===== config.mk =====
export PLATFORM = sky130hd
export DESIGN_NAME = data_port_arbiter
export DESIGN_NICKNAME = d
export VERILOG_FILES = /design/src/rtl/data_arb_pkg.sv /design/src/rtl/arb_id_fifo.sv /design/src/rtl/data_port_arbiter.sv
export SDC_FILE = /design/constraint.sdc
export NUM_CORES = 1
export LEC_CHECK = 0
export CORE_AREA = 5 5 121 123
export CTS_CLUSTER_DIAMETER = 100
export DETAILED_ROUTE_END_ITERATION = 10
export DIE_AREA = 0 0 126 128
export DONT_BUFFER_PORTS = 1
export GPL_TIMING_DRIVEN = 0
export HOLD_SLACK_MARGIN = 0.03
export SKIP_CTS_REPAIR_TIMING = 1
export SLEW_MARGIN = 10
export SYNTH_ARGS = -nofsm -noshare
export SYNTH_HDL_FRONTEND = slang
export SYNTH_HIERARCHICAL = 1
export SYNTH_SLANG_ARGS = --single-unit

===== constraint.sdc =====
create_clock -name clk_i -period 1.9 [get_ports clk_i]
set_clock_uncertainty 0.2 [all_clocks]
set_input_delay 0.19 -clock clk_i [delete_from_list [all_inputs] [get_ports clk_i]]
set_output_delay 0.19 -clock clk_i [all_outputs]
set_load 0.02 [all_outputs]

===== src/rtl/data_arb_pkg.sv =====
// Shared types and helpers for the two-master data port arbiter.
package data_arb_pkg;

    typedef enum logic {
        MST_CORE = 1'b0,
        MST_TEST = 1'b1
    } master_id_t;

    typedef enum logic {
        ARB_IDLE = 1'b0,
        ARB_HOLD = 1'b1
    } lock_state_t;

    // Bits needed to hold a count from 0 up to and including max_count.
    function automatic int cnt_width(input int max_count);
        return $clog2(max_count + 1);
    endfunction

endpackage


===== src/rtl/arb_id_fifo.sv =====
// In-order queue of master IDs for granted-but-unanswered transactions.
module arb_id_fifo
    import data_arb_pkg::*;
#(
    parameter int DEPTH = 2
) (
    input  logic                          clk_i,
    input  logic                          rst_i,
    input  logic                          push_i,
    input  master_id_t                    push_id_i,
    input  logic                          pop_i,
    output master_id_t                    head_o,
    output logic                          full_o,
    output logic                          empty_o,
    output logic [cnt_width(DEPTH)-1:0]   count_o
);

    localparam int CNT_W = cnt_width(DEPTH);
    localparam int PTR_W = (DEPTH > 1) ? $clog2(DEPTH) : 1;

    master_id_t       mem_q [DEPTH];
    logic [PTR_W-1:0] wr_ptr_q, wr_ptr_d;
    logic [PTR_W-1:0] rd_ptr_q, rd_ptr_d;
    logic [CNT_W-1:0] count_q, count_d;

    // NOTE: every signal assigned in always_comb gets a default first, so no path leaves a latch.
    always_comb begin
        wr_ptr_d = wr_ptr_q;
        rd_ptr_d = rd_ptr_q;
        count_d  = count_q + CNT_W'(push_i) - CNT_W'(pop_i);
        if (push_i) begin
            wr_ptr_d = (wr_ptr_q == PTR_W'(DEPTH - 1)) ? '0 : wr_ptr_q + 1'b1;
        end
        if (pop_i) begin
            rd_ptr_d = (rd_ptr_q == PTR_W'(DEPTH - 1)) ? '0 : rd_ptr_q + 1'b1;
        end
    end

    // NOTE: state flops use non-blocking assignments so every flop samples pre-edge values.
    always_ff @(posedge clk_i or posedge rst_i) begin
        if (rst_i) begin
            wr_ptr_q <= '0;
            rd_ptr_q <= '0;
            count_q  <= '0;
        end else begin
            wr_ptr_q <= wr_ptr_d;
            rd_ptr_q <= rd_ptr_d;
            count_q  <= count_d;
        end
    end

    // NOTE: storage is deliberately not reset; the count alone decides which entries are valid.
    always_ff @(posedge clk_i) begin
        if (push_i) begin
            mem_q[wr_ptr_q] <= push_id_i;
        end
    end

    assign head_o  = mem_q[rd_ptr_q];
    assign empty_o = (count_q == '0);
    assign full_o  = (count_q == CNT_W'(DEPTH));
    assign count_o = count_q;

endmodule


===== src/rtl/data_port_arbiter.sv =====
// Round-robin arbiter sharing one OBI-style data port between the LSU and the
// self-test engine, routing in-order responses back to the issuing master.
module data_port_arbiter
    import data_arb_pkg::*;
#(
    parameter int ADDR_WIDTH      = 32,
    parameter int DATA_WIDTH      = 32,
    parameter int MAX_OUTSTANDING = 2
) (
    input  logic                                    clk_i,
    input  logic                                    rst_i,
    input  logic                                    m0_req_i,
    input  logic [ADDR_WIDTH-1:0]                   m0_addr_i,
    input  logic                                    m0_we_i,
    input  logic [DATA_WIDTH/8-1:0]                 m0_be_i,
    input  logic [DATA_WIDTH-1:0]                   m0_wdata_i,
    output logic                                    m0_gnt_o,
    output logic                                    m0_rvalid_o,
    output logic [DATA_WIDTH-1:0]                   m0_rdata_o,
    input  logic                                    m1_req_i,
    input  logic [ADDR_WIDTH-1:0]                   m1_addr_i,
    input  logic                                    m1_we_i,
    input  logic [DATA_WIDTH/8-1:0]                 m1_be_i,
    input  logic [DATA_WIDTH-1:0]                   m1_wdata_i,
    output logic                                    m1_gnt_o,
    output logic                                    m1_rvalid_o,
    output logic [DATA_WIDTH-1:0]                   m1_rdata_o,
    output logic                                    s_req_o,
    output logic [ADDR_WIDTH-1:0]                   s_addr_o,
    output logic                                    s_we_o,
    output logic [DATA_WIDTH/8-1:0]                 s_be_o,
    output logic [DATA_WIDTH-1:0]                   s_wdata_o,
    input  logic                                    s_gnt_i,
    input  logic                                    s_rvalid_i,
    input  logic [DATA_WIDTH-1:0]                   s_rdata_i,
    output logic [cnt_width(MAX_OUTSTANDING)-1:0]   outstanding_o,
    output logic                                    err_o
);

    lock_state_t lock_q, lock_d;
    master_id_t  lock_id_q, lock_id_d;
    master_id_t  ptr_q, ptr_d;
    logic        err_q, err_d;

    master_id_t  sel;
    logic        sel_req;
    logic        handshake;
    master_id_t  head_id;
    logic        fifo_full;
    logic        fifo_empty;
    logic        rsp_ok;

    // A held request keeps its master until granted, so the slave never sees
    // attributes change mid-request.
    always_comb begin
        sel = MST_CORE;
        if (lock_q == ARB_HOLD) begin
            sel = lock_id_q;
        end else if (m0_req_i && !m1_req_i) begin
            sel = MST_CORE;
        end else if (m1_req_i && !m0_req_i) begin
            sel = MST_TEST;
        end else if (m0_req_i && m1_req_i) begin
            sel = ptr_q;
        end
    end

    assign sel_req   = (sel == MST_TEST) ? m1_req_i : m0_req_i;
    assign s_req_o   = sel_req && !fifo_full && !rst_i;
    assign s_addr_o  = (sel == MST_TEST) ? m1_addr_i  : m0_addr_i;
    assign s_we_o    = (sel == MST_TEST) ? m1_we_i    : m0_we_i;
    assign s_be_o    = (sel == MST_TEST) ? m1_be_i    : m0_be_i;
    assign s_wdata_o = (sel == MST_TEST) ? m1_wdata_i : m0_wdata_i;

    assign handshake = s_req_o && s_gnt_i;
    assign m0_gnt_o  = handshake && (sel == MST_CORE);
    assign m1_gnt_o  = handshake && (sel == MST_TEST);

    always_comb begin
        lock_d    = lock_q;
        lock_id_d = lock_id_q;
        ptr_d     = ptr_q;
        err_d     = err_q || (s_rvalid_i && fifo_empty);
        case (lock_q)
            ARB_IDLE: begin
                if (s_req_o && !s_gnt_i) begin
                    lock_d    = ARB_HOLD;
                    lock_id_d = sel;
                end
            end
            ARB_HOLD: begin
                if (s_gnt_i) begin
                    lock_d = ARB_IDLE;
                end
            end
            default: lock_d = ARB_IDLE;
        endcase
        if (handshake) begin
            ptr_d = (sel == MST_CORE) ? MST_TEST : MST_CORE;
        end
    end

    always_ff @(posedge clk_i or posedge rst_i) begin
        if (rst_i) begin
            lock_q    <= ARB_IDLE;
            lock_id_q <= MST_CORE;
            ptr_q     <= MST_CORE;
            err_q     <= 1'b0;
        end else begin
            lock_q    <= lock_d;
            lock_id_q <= lock_id_d;
            ptr_q     <= ptr_d;
            err_q     <= err_d;
        end
    end

    arb_id_fifo #(
        .DEPTH (MAX_OUTSTANDING)
    ) u_id_fifo (
        .clk_i     (clk_i),
        .rst_i     (rst_i),
        .push_i    (handshake),
        .push_id_i (sel),
        .pop_i     (rsp_ok),
        .head_o    (head_id),
        .full_o    (fifo_full),
        .empty_o   (fifo_empty),
        .count_o   (outstanding_o)
    );

    // A response with nothing outstanding is dropped and only flagged via err_o.
    assign rsp_ok      = s_rvalid_i && !fifo_empty;
    assign m0_rvalid_o = rsp_ok && (head_id == MST_CORE);
    assign m1_rvalid_o = rsp_ok && (head_id == MST_TEST);
    assign m0_rdata_o  = s_rdata_i;
    assign m1_rdata_o  = s_rdata_i;
    assign err_o       = err_q;

endmodule


Figure 1. Metal 2.
Scale bar: 50 um.
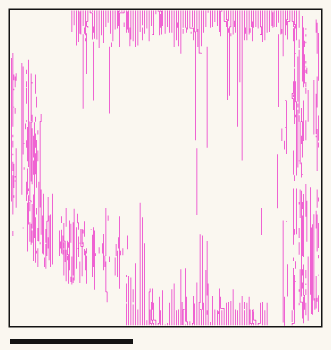
- wire length on this layer: 4780 um
- main direction: vertical
- nets with wire on the layer: 378

Figure 2. Power grid.
Scale bar: 50 um. Pins as bars on the die edge.
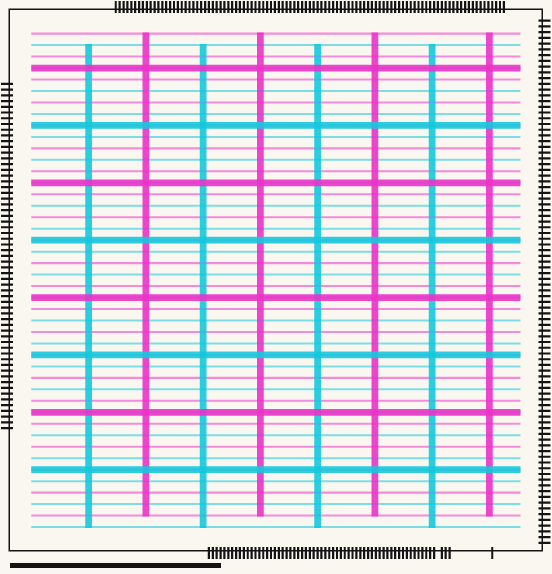
- VSS: cyan
- VDD: magenta
- met4 straps: 8
- signal pins: 317
Peak supply drop: 0.000953 V
core area: 13600 um2
DIE WIDTH: 126 um

==> git commit body <==
Add synthesis and place-and-route results

- On the final layout, the worst hold slack is -0.00418 ns.
- GRT met1 Usage: 9.62%
- H-tree depth: 1
* Combinational gates: 101
- Overall Global Routing Usage: 8.77%
- The power report attributes to the combinational group a share of 74.7%.
* Result of the run: complete, but fails checks
* Post-synth area from yosys stat: 2020 um2
- In this design, the largest share of critical-path delay is due to buffers and inverters.
* Failing checks: negative hold slack, negative setup slack
* Transition time of the tightest slew-check pin: 0.406 ns
- N_taps: 180
- Layout buffer count excluding clock buffers: 83
- Number of standard-cell rows in the floorplan: 43
- Final Setup Violations: 76
* Complex-gate fraction of the synthesized area: 3.65%
- Summing the areas of all xor and xnor instances in the mapped netlist gives 2.04% of the synthesized area.
* Launching element type of the critical path: register
* Post-layout worst setup margin: -0.268 ns
- Combined area of all synthesized cells: 2020 um2
- Detailed-route iteration 0 reported a violation count of 34.
- On the worst setup and hold paths after CTS, the clock-pin slew comes to 0.04 ns.
- Cell type with the largest total area: sky130_fd_sc_hd__buf_4
- The chip occupies 16100 um2.
- The number of nets in the synthesized netlist is 367.
* Final count of hold timing violations: 1
- Power consumption: 0.00308 W
- Wires add up to 8910 um.
- Signal inverters: 6
- Pre-CTS setup slack: -0.270 ns
Figure 3. Clock wiring as the flow saved it.
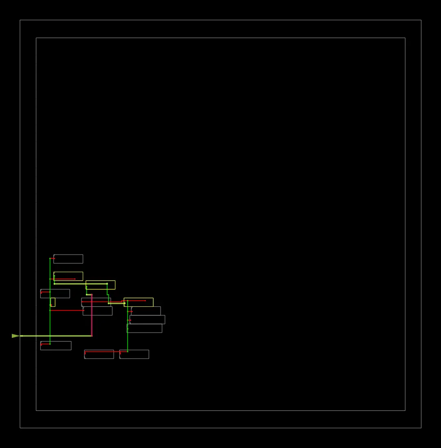
clock buffer instance count of the final layout: 3
clock group total power: 0.000377 W
CTS Sinks: 10
Latency at later pin: 0.24 ns

Figure 4. Met3 routing.
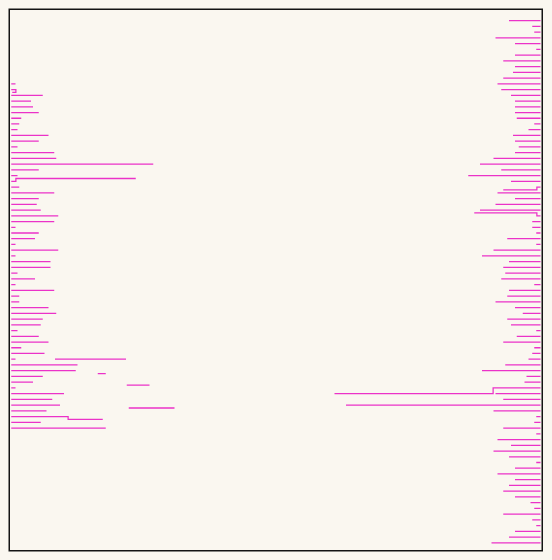
- wire length on this layer: 1160 um
- share of all routed wire: 13%
- main direction: horizontal

No activity file was given, so power comes from the tool's default toggle rates.
